===== src/rtl/alu_pkg.sv =====
// Shared definitions for the ALU arbiter slice: default widths, function codes, FSM encoding.
package alu_pkg;

    localparam int unsigned DEF_WIDTH  = 8;
    localparam int unsigned DEF_FUNC_W = 3;
    localparam int unsigned CNT_W      = 16;

    // Only ADD and SUB produce a meaningful carry/borrow; other codes are opaque.
    localparam logic [DEF_FUNC_W-1:0] FUNC_ADD = 3'd0;
    localparam logic [DEF_FUNC_W-1:0] FUNC_SUB = 3'd1;

    typedef enum logic [1:0] {
        IDLE = 2'd0,
        EXEC = 2'd1,
        RESP = 2'd2
    } state_e;

endpackage


===== src/rtl/rr_arb2.sv =====
// Two-way round-robin picker: on a tie the requester that was not granted last wins.
module rr_arb2 (
    input  logic [1:0] valid,
    input  logic       last_grant,
    output logic [1:0] grant,
    output logic       pick
);

    always_comb begin
        pick = 1'b0;
        if (valid == 2'b11) begin
            pick = ~last_grant;
        end else if (valid[1]) begin
            pick = 1'b1;
        end
        grant = {pick, ~pick} & {2{|valid}};
    end

endmodule


===== src/rtl/alu_arbiter.sv =====
// Shares one external ALU between two valid/ready requesters, one operation in flight.
// Optional per-requester grant counters when ALU_ARB_STATS_EN is defined.
module alu_arbiter
    import alu_pkg::*;
#(
    parameter int unsigned WIDTH  = DEF_WIDTH,
    parameter int unsigned FUNC_W = DEF_FUNC_W
) (
    input  logic              clk,
    input  logic              rst_n,
    input  logic              r0_valid,
    output logic              r0_ready,
    input  logic [WIDTH-1:0]  r0_a,
    input  logic [WIDTH-1:0]  r0_b,
    input  logic [FUNC_W-1:0] r0_func,
    output logic              r0_resp_valid,
    input  logic              r0_resp_ready,
    output logic [WIDTH-1:0]  r0_result,
    output logic              r0_flag,
    input  logic              r1_valid,
    output logic              r1_ready,
    input  logic [WIDTH-1:0]  r1_a,
    input  logic [WIDTH-1:0]  r1_b,
    input  logic [FUNC_W-1:0] r1_func,
    output logic              r1_resp_valid,
    input  logic              r1_resp_ready,
    output logic [WIDTH-1:0]  r1_result,
    output logic              r1_flag,
    output logic [WIDTH-1:0]  alu_a,
    output logic [WIDTH-1:0]  alu_b,
    output logic [FUNC_W-1:0] alu_func,
    input  logic [WIDTH-1:0]  alu_result,
    input  logic              alu_cout,
`ifdef ALU_ARB_STATS_EN
    output logic              busy,
    output logic [CNT_W-1:0]  gnt_cnt0,
    output logic [CNT_W-1:0]  gnt_cnt1
`else
    output logic              busy
`endif
);

    state_e                       state_q, state_d;
    logic                         last_grant_q, last_grant_d;
    logic                         owner_q, owner_d;
    logic [WIDTH-1:0]             alu_a_q, alu_a_d, alu_b_q, alu_b_d;
    logic [FUNC_W-1:0]            alu_func_q, alu_func_d;
    logic [1:0]                   resp_valid_q, resp_valid_d;
    logic [1:0][WIDTH-1:0]        result_q, result_d;
    logic [1:0]                   flag_q, flag_d;
    logic                         busy_q, busy_d;

    logic [1:0]                   req_valid, resp_ready, arb_grant, ready_c;
    logic                         arb_pick, accept_c, func_has_flag;

    assign req_valid  = {r1_valid, r0_valid};
    assign resp_ready = {r1_resp_ready, r0_resp_ready};

    rr_arb2 u_arb (
        .valid      (req_valid),
        .last_grant (last_grant_q),
        .grant      (arb_grant),
        .pick       (arb_pick)
    );

    assign func_has_flag = (alu_func_q == FUNC_W'(FUNC_ADD)) || (alu_func_q == FUNC_W'(FUNC_SUB));

    always_comb begin
        state_d      = state_q;
        last_grant_d = last_grant_q;
        owner_d      = owner_q;
        alu_a_d      = alu_a_q;
        alu_b_d      = alu_b_q;
        alu_func_d   = alu_func_q;
        resp_valid_d = resp_valid_q;
        result_d     = result_q;
        flag_d       = flag_q;
        ready_c      = 2'b00;
        accept_c     = 1'b0;
        case (state_q)
            IDLE: begin
                if (|req_valid) begin
                    ready_c    = arb_grant;
                    accept_c   = 1'b1;
                    alu_a_d    = arb_pick ? r1_a    : r0_a;
                    alu_b_d    = arb_pick ? r1_b    : r0_b;
                    alu_func_d = arb_pick ? r1_func : r0_func;
                    owner_d    = arb_pick;
                    state_d    = EXEC;
                end
            end
            // ALU output has settled on the registered operands; capture it for the owner.
            EXEC: begin
                result_d[owner_q]     = alu_result;
                flag_d[owner_q]       = alu_cout & func_has_flag;
                resp_valid_d[owner_q] = 1'b1;
                last_grant_d          = owner_q;
                state_d               = RESP;
            end
            RESP: begin
                if (resp_ready[owner_q]) begin
                    resp_valid_d[owner_q] = 1'b0;
                    state_d               = IDLE;
                end
            end
            default: state_d = IDLE;
        endcase
        busy_d = (state_d != IDLE);
    end

    always_ff @(posedge clk or negedge rst_n) begin
        if (!rst_n) begin
            state_q      <= IDLE;
            last_grant_q <= 1'b1;
            owner_q      <= 1'b0;
            alu_a_q      <= '0;
            alu_b_q      <= '0;
            alu_func_q   <= '0;
            resp_valid_q <= '0;
            result_q     <= '0;
            flag_q       <= '0;
            busy_q       <= 1'b0;
        end else begin
            state_q      <= state_d;
            last_grant_q <= last_grant_d;
            owner_q      <= owner_d;
            alu_a_q      <= alu_a_d;
            alu_b_q      <= alu_b_d;
            alu_func_q   <= alu_func_d;
            resp_valid_q <= resp_valid_d;
            result_q     <= result_d;
            flag_q       <= flag_d;
            busy_q       <= busy_d;
        end
    end

    assign r0_ready      = ready_c[0];
    assign r1_ready      = ready_c[1];
    assign r0_resp_valid = resp_valid_q[0];
    assign r1_resp_valid = resp_valid_q[1];
    assign r0_result     = result_q[0];
    assign r1_result     = result_q[1];
    assign r0_flag       = flag_q[0];
    assign r1_flag       = flag_q[1];
    assign alu_a         = alu_a_q;
    assign alu_b         = alu_b_q;
    assign alu_func      = alu_func_q;
    assign busy          = busy_q;

`ifdef ALU_ARB_STATS_EN
    logic [1:0][CNT_W-1:0] gnt_cnt_q;

    // Saturating accept counters, one per requester.
    always_ff @(posedge clk or negedge rst_n) begin
        if (!rst_n) begin
            gnt_cnt_q <= '0;
        end else if (accept_c && (gnt_cnt_q[arb_pick] != {CNT_W{1'b1}})) begin
            gnt_cnt_q[arb_pick] <= gnt_cnt_q[arb_pick] + CNT_W'(1);
        end
    end

    assign gnt_cnt0 = gnt_cnt_q[0];
    assign gnt_cnt1 = gnt_cnt_q[1];
`endif

endmodule


===== config.mk =====
export PLATFORM = sky130hd
export DESIGN_NAME = alu_arbiter
export DESIGN_NICKNAME = d
export VERILOG_FILES = /design/src/rtl/alu_pkg.sv /design/src/rtl/rr_arb2.sv /design/src/rtl/alu_arbiter.sv
export SDC_FILE = /design/constraint.sdc
export NUM_CORES = 1
export LEC_CHECK = 0
export CAP_MARGIN = 10
export CORE_MARGIN = 2
export CORE_UTILIZATION = 43
export DETAILED_ROUTE_END_ITERATION = 8
export PLACE_DENSITY = 0.9
export SYNTH_ARGS = -nofsm -noshare
export SYNTH_HDL_FRONTEND = slang
export SYNTH_SLANG_ARGS = --single-unit

===== constraint.sdc =====
create_clock -name clk -period 5 [get_ports clk]
set_input_delay 1.5 -clock clk [delete_from_list [all_inputs] [get_ports clk]]
set_output_delay 1.5 -clock clk [all_outputs]
set_load 0.02 [all_outputs]

==> job_summary.md, run 1 <==
## PnR job results

| Metric | Value |
|---|---|
| Synth async-reset ratio | 1.00 |
| Row count | 24 |
| Clock power frac | 0.119 |
| Post-synth mux share | 0.0960 |
| Top delay family on crit path | buffers and inverters |
| Ports | 95 |
| Grt met2 use | 0.361 |
| Global placer's final weighted congestion | 0.793 |
| Total Power | 1890 uW |
| Element type at the critical path start | input pin |
| FF-to-FF setup slack | 3.40 ns |
| DRC viols | 0 |
| Cts bufs inserted | 5 |
| M1 GR Usage | 0.238 |
| First-pass GRT wire length | 7.87 mm |
| Post-synth top area cell | dfrtp_1 |
| Via count | 1643 |
| Final setup margin | 0.462 ns |
| Seq cells post-synth | 44 |
| Root buf cell | clkbuf_8 |
| Top_reg_cell synth | dfrtp_1 |
| Number of vias per cell | 5.27 |
| Hold EP | flag_q[1] |
| Clock Path Buffers | 2 |
| Tool warnings | 26 |
| Crit path time final | 4.54 ns |
| Met2 wire length | 2.51 mm |
| DP Wirelength | 3.48 mm |
| CTS sink count | 44 |
| Met3 wire length | 352 um |
| End of the critical path | r0_ready |
| Slowest library cell on the worst path | clkdlybuf4s50_1 |
| Sequential share of power | 0.347 |
| Finish-stage setup viols | 0 |
| Crit path launch | r0_valid |
| Worst skew pair latency | 0.29 ns |
| Grt peak-use layer | met2 |
| Cell chain of the critical path | clkdlybuf4s50_1 > a21bo_2 > and3_4 > clkdlybuf4s50_1 |
| Average wire per standard cell | 15.0 um |
| Post-synthesis sequential area ratio | 0.587 |
| Commonest cells after routing, fill and taps aside | 93 x clkdlybuf4s50_1, 43 x dfrtp_1, 30 x nand2_1 |
| Max_slew headroom | 0.373 |
| CTS Hold Bufs | 0 |
| FF-to-FF Start | state_q[1] |
| Mapped Area | 1880 um2 |
| Total gr overflow | 0 |
| Sw frac | 0.385 |
| Yosys warning tally | 0 |
| Initial DRT Pass Iterations | 4 |
| Post-DP Area | 2830 um2 |
| Met1 wire length | 1.80 mm |
| Finished Core Util | 0.686 |
| Adder Area Share | 0 |
| Post-CTS setup buffers | 0 |
| Count of library flops with an enable pin | 0 |
| Top cell area share | 0.573 |
| Chip footprint | 4910 um2 |
| Yosys simple share | 0.128 |
| Worst slew pin tran | 0.940 ns |
| Commonest cells post-synth | 43 x dfrtp_1, 30 x nand2_1, 16 x a21oi_1, 16 x mux2_2, 12 x a31oi_1 |
| WP data required | 3.50 ns |
| Final Cell Area | 2930 um2 |
| Worst Hold Slack | 0.495 ns |
| Vias in the first global route | 1714 |
| GR Util met3 | 0.0722 |
| Unique cell types | 31 |
| Status | complete, no violations |
| Max Cap Viol | 0 |
| Cell with the most instances after synthesis | dfrtp_1 |
| Share of layout cells above drive strength 1 | 0.142 |
| Int Pwr | 1160 uW |
| Placed Cells | 304 |
| Cells after Synth | 166 |
## run 1: power groups by stage
stage               clock network [uW]  registers (uW)  logic, uW
finish                             225             655       1010
global route                       244             682       1080
CTS                                230             657       1020
detailed placement                   0             663       1010
global placement                     0             651        991
floorplan                            0             839        372
## run 1: final cells by class
type / instances / area (um2)
Tap cell: 52 / 65.1
Inverter: 2 / 7.51
Fill cell: 325 / 1340
Sequential cell: 44 / 1100
Multi-Input combinational cell: 109 / 701
Clock inverter: 2 / 10.0
Clock buffer: 6 / 82.6
Timing Repair Buffer: 97 / 958
## run 1: registers in the layout (all words and copies together) (netlist names), named ones only
name / cells
r0_result: 8
r1_result: 8
alu_func: 3
alu_b: 8
owner_q: 1
flag_q: 2
last_grant_q: 1
state_q: 2
alu_a: 8
busy: 1
run_1/m1.png
Scale bar: 20 um. Supply wires on this layer in gray.
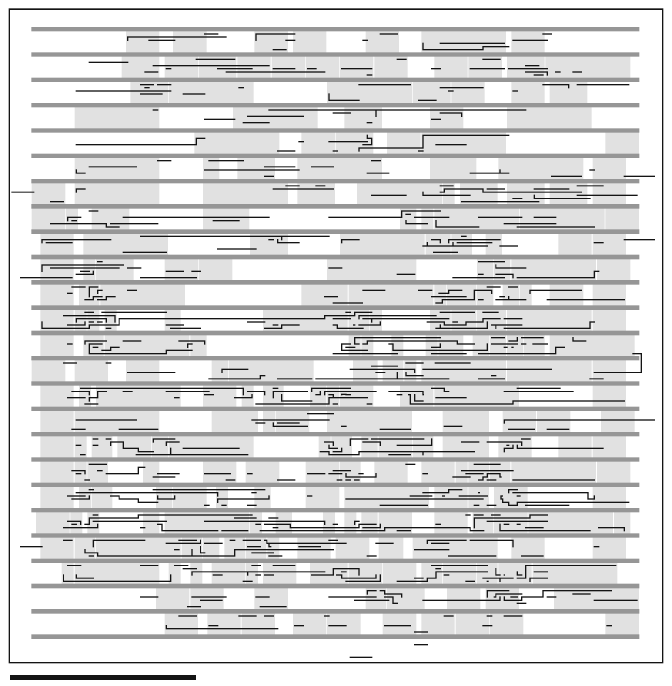
254 nets have wire on it. The layer holds 38% of the routed length. The wires run mostly horizontal. The layer carries 1800 um of wire. The longest straight run is 27.6 um.

run_1/layers.png
Only two layers are drawn.
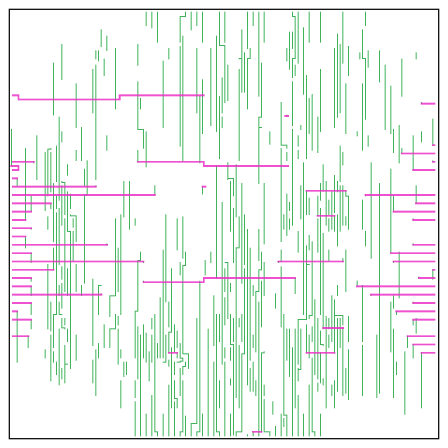
Key: magenta = M3 [wire length 352 um]; green = M2 [wire length 2510 um]

run_1/port_trees.png
Scale bar: 20 um.
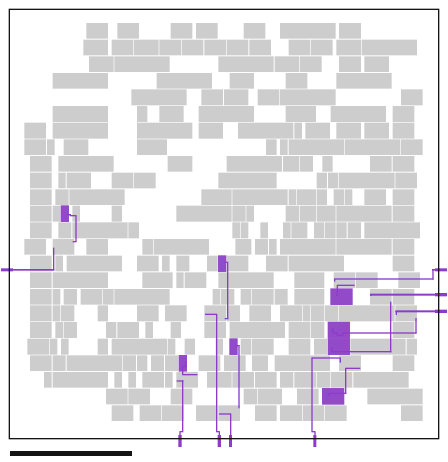
Key: purple = `r0_b` [bits 8, direction input, edge 4 bottom, 3 right, 1 left, end cells 8, buffers 8, wire 185 um]

==> run 2: changes to the inputs <==
- ABC_CLOCK_PERIOD_IN_PS: not set -> 4900
- CORE_MARGIN: 2 -> not set
- CORE_UTILIZATION: 43 -> 40
- PLACE_DENSITY: 0.9 -> 0.85
- clock period: 5 -> 4.9 ns (I/O delays scaled with it)
run_2/layers.png
Only two layers are drawn.
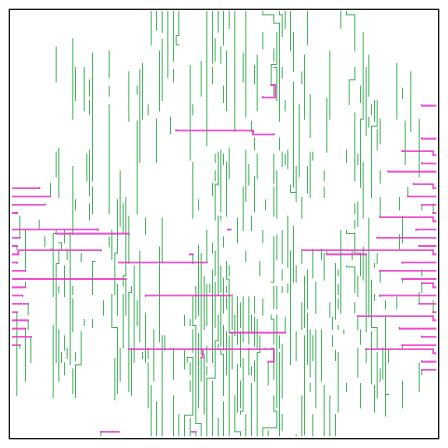
Key: magenta = M3 [wire length 354 um]; green = M2 [wire length 2230 um]

run_2/m1.png
Scale bar: 20 um. Supply wires on this layer in gray.
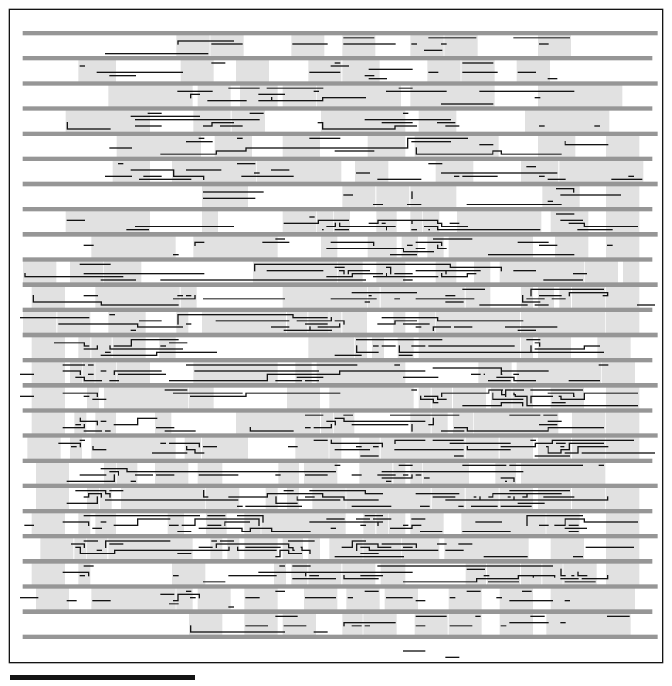
253 nets have wire on it. The layer carries 1920 um of wire. The wires run mostly horizontal.
via count: 1663
total wire length: 4.60 mm
M1 GR Usage: 0.242

==> run 2 against run 1 <==
Net effect: the run now ends with design-rule violations left; die size grew 1.2%; flip-flop count stayed put; critical path depth stayed put; total power is 4.0% higher; count of clock-buffer cells in the layout down 1; first-iteration DRC count shrank 1.0%; non-clock buffer count stayed put; sequential power up 2%; critical endpoint unchanged.
==> job_summary.md, run 2 <==
## PnR job results

| Metric | Value |
|---|---|
| Status | finished, violations left |
| Failing checks | design-rule violations |
| Critical Path End Type | output pin |
| Yosys warning tally | 0 (unchanged) |
| Cell with the most instances after synthesis | dfrtp_1 |
| CTS clk-pin slew, worst paths | 0.09 ns |
| Worst skew pair latency | 0.30 ns (about the same) |
| H-Tree Depth | 2 |
| Post-Route Setup TNS | 0 ns |
| FF/Latch Area | 1100 um2 (unchanged) |
| Sw Pwr | 742 uW |
| Vias in the first global route | 1609 (-6.1%) |
| Crit path time final | 4.56 ns |
| Max-slew violations | 0 |
| Worst Hold Slack | 0.487 ns (-0.00797 ns) |
| Most numerous logic cell after layout | clkdlybuf4s50_1 |
| Initial antenna violation count | 0 |
| Core area | 4440 um2 |
| Share of layout cells above drive strength 1 | 0.142 (unchanged) |
| Met2 wire length | 2.23 mm (-11%) |
| Post-synthesis sequential area ratio | 0.587 (unchanged) |
| Commonest cells after routing, fill and taps aside | 93 x clkdlybuf4s50_1, 43 x dfrtp_1, 30 x nand2_1 |
| Die X | 70.5 um |
| CP max stage delay | 0.61 ns |
| Logic cell area | 701 um2 (unchanged) |
| Global placer's final weighted congestion | 0.790 (-0.34%) |
| IO buf count | 94 |
| Avg Inst Size Synth | 11.3 um2 |
| Element type at the critical path start | input pin |
| Clock power frac | 0.140 (+0.021) |
| CTS sink count | 44 (unchanged) |
| Count of library flops with an enable pin | 0 (unchanged) |
| Initial DRT Pass Iterations | 7 (+3) |
| Final worst-path cycle share | 0.930 |
| DRC viols | 14 (+14) |
| Static leakage | 0.00125 uW |
| Final setup margin | 0.343 ns (-0.119 ns) |
| Sw frac | 0.378 (-0.00762) |
| Average wire per standard cell | 14.7 um (-2.0%) |
| Top_reg_cell synth | dfrtp_1 |
| Grt met2 use | 0.323 (-0.0383) |
| Yosys aoi share | 0.149 |
| FF-to-FF setup slack | 3.30 ns (-0.10 ns) |
| Unique cell types | 31 (unchanged) |
| Max Cap Viol | 0 (unchanged) |
| P&R area growth vs syn | 56.9% |
| Mapped Area | 1880 um2 (unchanged) |
| Clock Path Buffers | 2 (unchanged) |
| Max_slew headroom | 0.356 (-0.0170) |
| Critical path class | in -> out |
| Cells after Synth | 166 (unchanged) |
| Power per cell area | 666 nW/um2 |
| Top non-seq family | AND-OR/OR-AND gates |
| End of the critical path | r0_ready |
| Finished Core Util | 0.663 (-0.0236) |
| CTS Hold Bufs | 0 (unchanged) |
| Post-synth top area cell | dfrtp_1 |
| Hold depth | 2 |
| WP data required | 3.43 ns (-0.07 ns) |
| Comb power frac | 0.520 |
| Yosys cell count | 166 |
| Met3 wire length | 354 um (+0.57%) |
| Total Power | 1960 uW (+4.0%) |
| Top post-synthesis cells by area | dfrtp_1 57%, mux2_2 9.6%, nand2_1 6.0% |
| Total gr overflow | 0 (unchanged) |
| GR Util met3 | 0.0519 (-0.0202) |
| FF-to-FF Start | state_q[1] |
| Seq. pwr | 668 uW (+2%) |
| Cts bufs inserted | 5 (unchanged) |
| N_diodes | 0 |
| Largest net degree at the start of global routing | 45 |
| Hold EP | flag_q[1] |
| Commonest cells post-synth | 43 x dfrtp_1, 30 x nand2_1, 16 x a21oi_1, 16 x mux2_2, 12 x a31oi_1 |
| Worst slew pin tran | 0.965 ns (+0.0255 ns) |
| Placed Cells | 304 (unchanged) |
| Arr. time, crit path | 3.09 ns |
| F_max | 0.219 GHz |
| Cell chain of the critical path | clkdlybuf4s50_1 > a21bo_2 > and3_4 > clkdlybuf4s50_1 |
| Adder Area Share | 0 (unchanged) |
| Power Combinational | 1020 uW (about the same) |
| Root buf cell | clkbuf_8 |
| Post-DP Area | 2830 um2 (unchanged) |
| Chip footprint | 4970 um2 (+1.2%) |
| Chip Area, Yosys | 1880 um2 |
| Tool warnings | 26 (unchanged) |
| Clk pwr | 274 uW (+22%) |
| DR top layer | met4 |
| Crit path top cell by count | clkdlybuf4s50_1 |
| DP Wirelength | 3.32 mm (-4.6%) |
| Grt peak-use layer | met2 |
| Routed Antenna Nets | 0 |
| Critical R2R Capture | r0_result[5] |
| Finish-stage setup viols | 0 (unchanged) |
| Yosys simple share | 0.128 (unchanged) |
| Levels on crit path | 4 |
| First-pass GRT wire length | 7.42 mm (-5.7%) |
| Slowest library cell on the worst path | clkdlybuf4s50_1 |
| CTS tree | done |
| Int Pwr | 1220 uW (+5.3%) |
| Worst Reg-to-Reg Cells | 3 |
| Crit path launch | r0_valid |
| Post-CTS setup buffers | 0 (unchanged) |
| Top pwr grp | combinational logic |
| Top delay family on crit path | buffers and inverters |
| Final Cell Area | 2950 um2 (+0.64%) |
| Number of vias per cell | 5.33 (+1.2%) |
| Total GRT Usage | 0.194 |
| Top cell area share | 0.573 (unchanged) |
| Post-synth mux share | 0.0960 (unchanged) |
| XORs/XNORs by Area | 0 |
| Seq cells post-synth | 44 (unchanged) |
| Synth async-reset ratio | 1.00 (unchanged) |
| Fill cells | 370 (+14%) |
| Min-delay src | flag_q[1] |
| Row count | 24 (unchanged) |
| Ports | 95 (unchanged) |
| Final cell count without fillers | 312 |
| Sequential share of power | 0.340 (-0.007) |
| Peak VDD IR | 0.000298 V |
| Met1 wire length | 1.92 mm (+6.8%) |
| WP buf/inv | 2 |
| Syn_nets | 219 |
## run 2: cell types whose count changed in the layout (fill, tap and decap cells not counted), sizes merged
cell / change
clkbuf: -1
clkinvlp: +1
bufinv: +1
clkinv: -1
## run 2: final cells by class
class | instances | share of cell area
inverters | 2 | 0.00255
multi-input cells | 109 | 0.238
repair buffers | 97 | 0.325
clock inverters | 3 | 0.0144
clock buffers | 5 | 0.0234
well taps | 52 | 0.0221
flip-flops and latches | 44 | 0.374
## run 2: worst reg2reg max path, delay by kind of cell, from the launching register on
| family | cells | cell delay [ns] |
|---|---|---|
| and+or+nand+nor | 2 | 0.64 |
| DFF | 1 | 0.44 |
| muxes | 1 | 0.40 |
Power figures rest on the tool's default switching activity, not on a simulated workload.
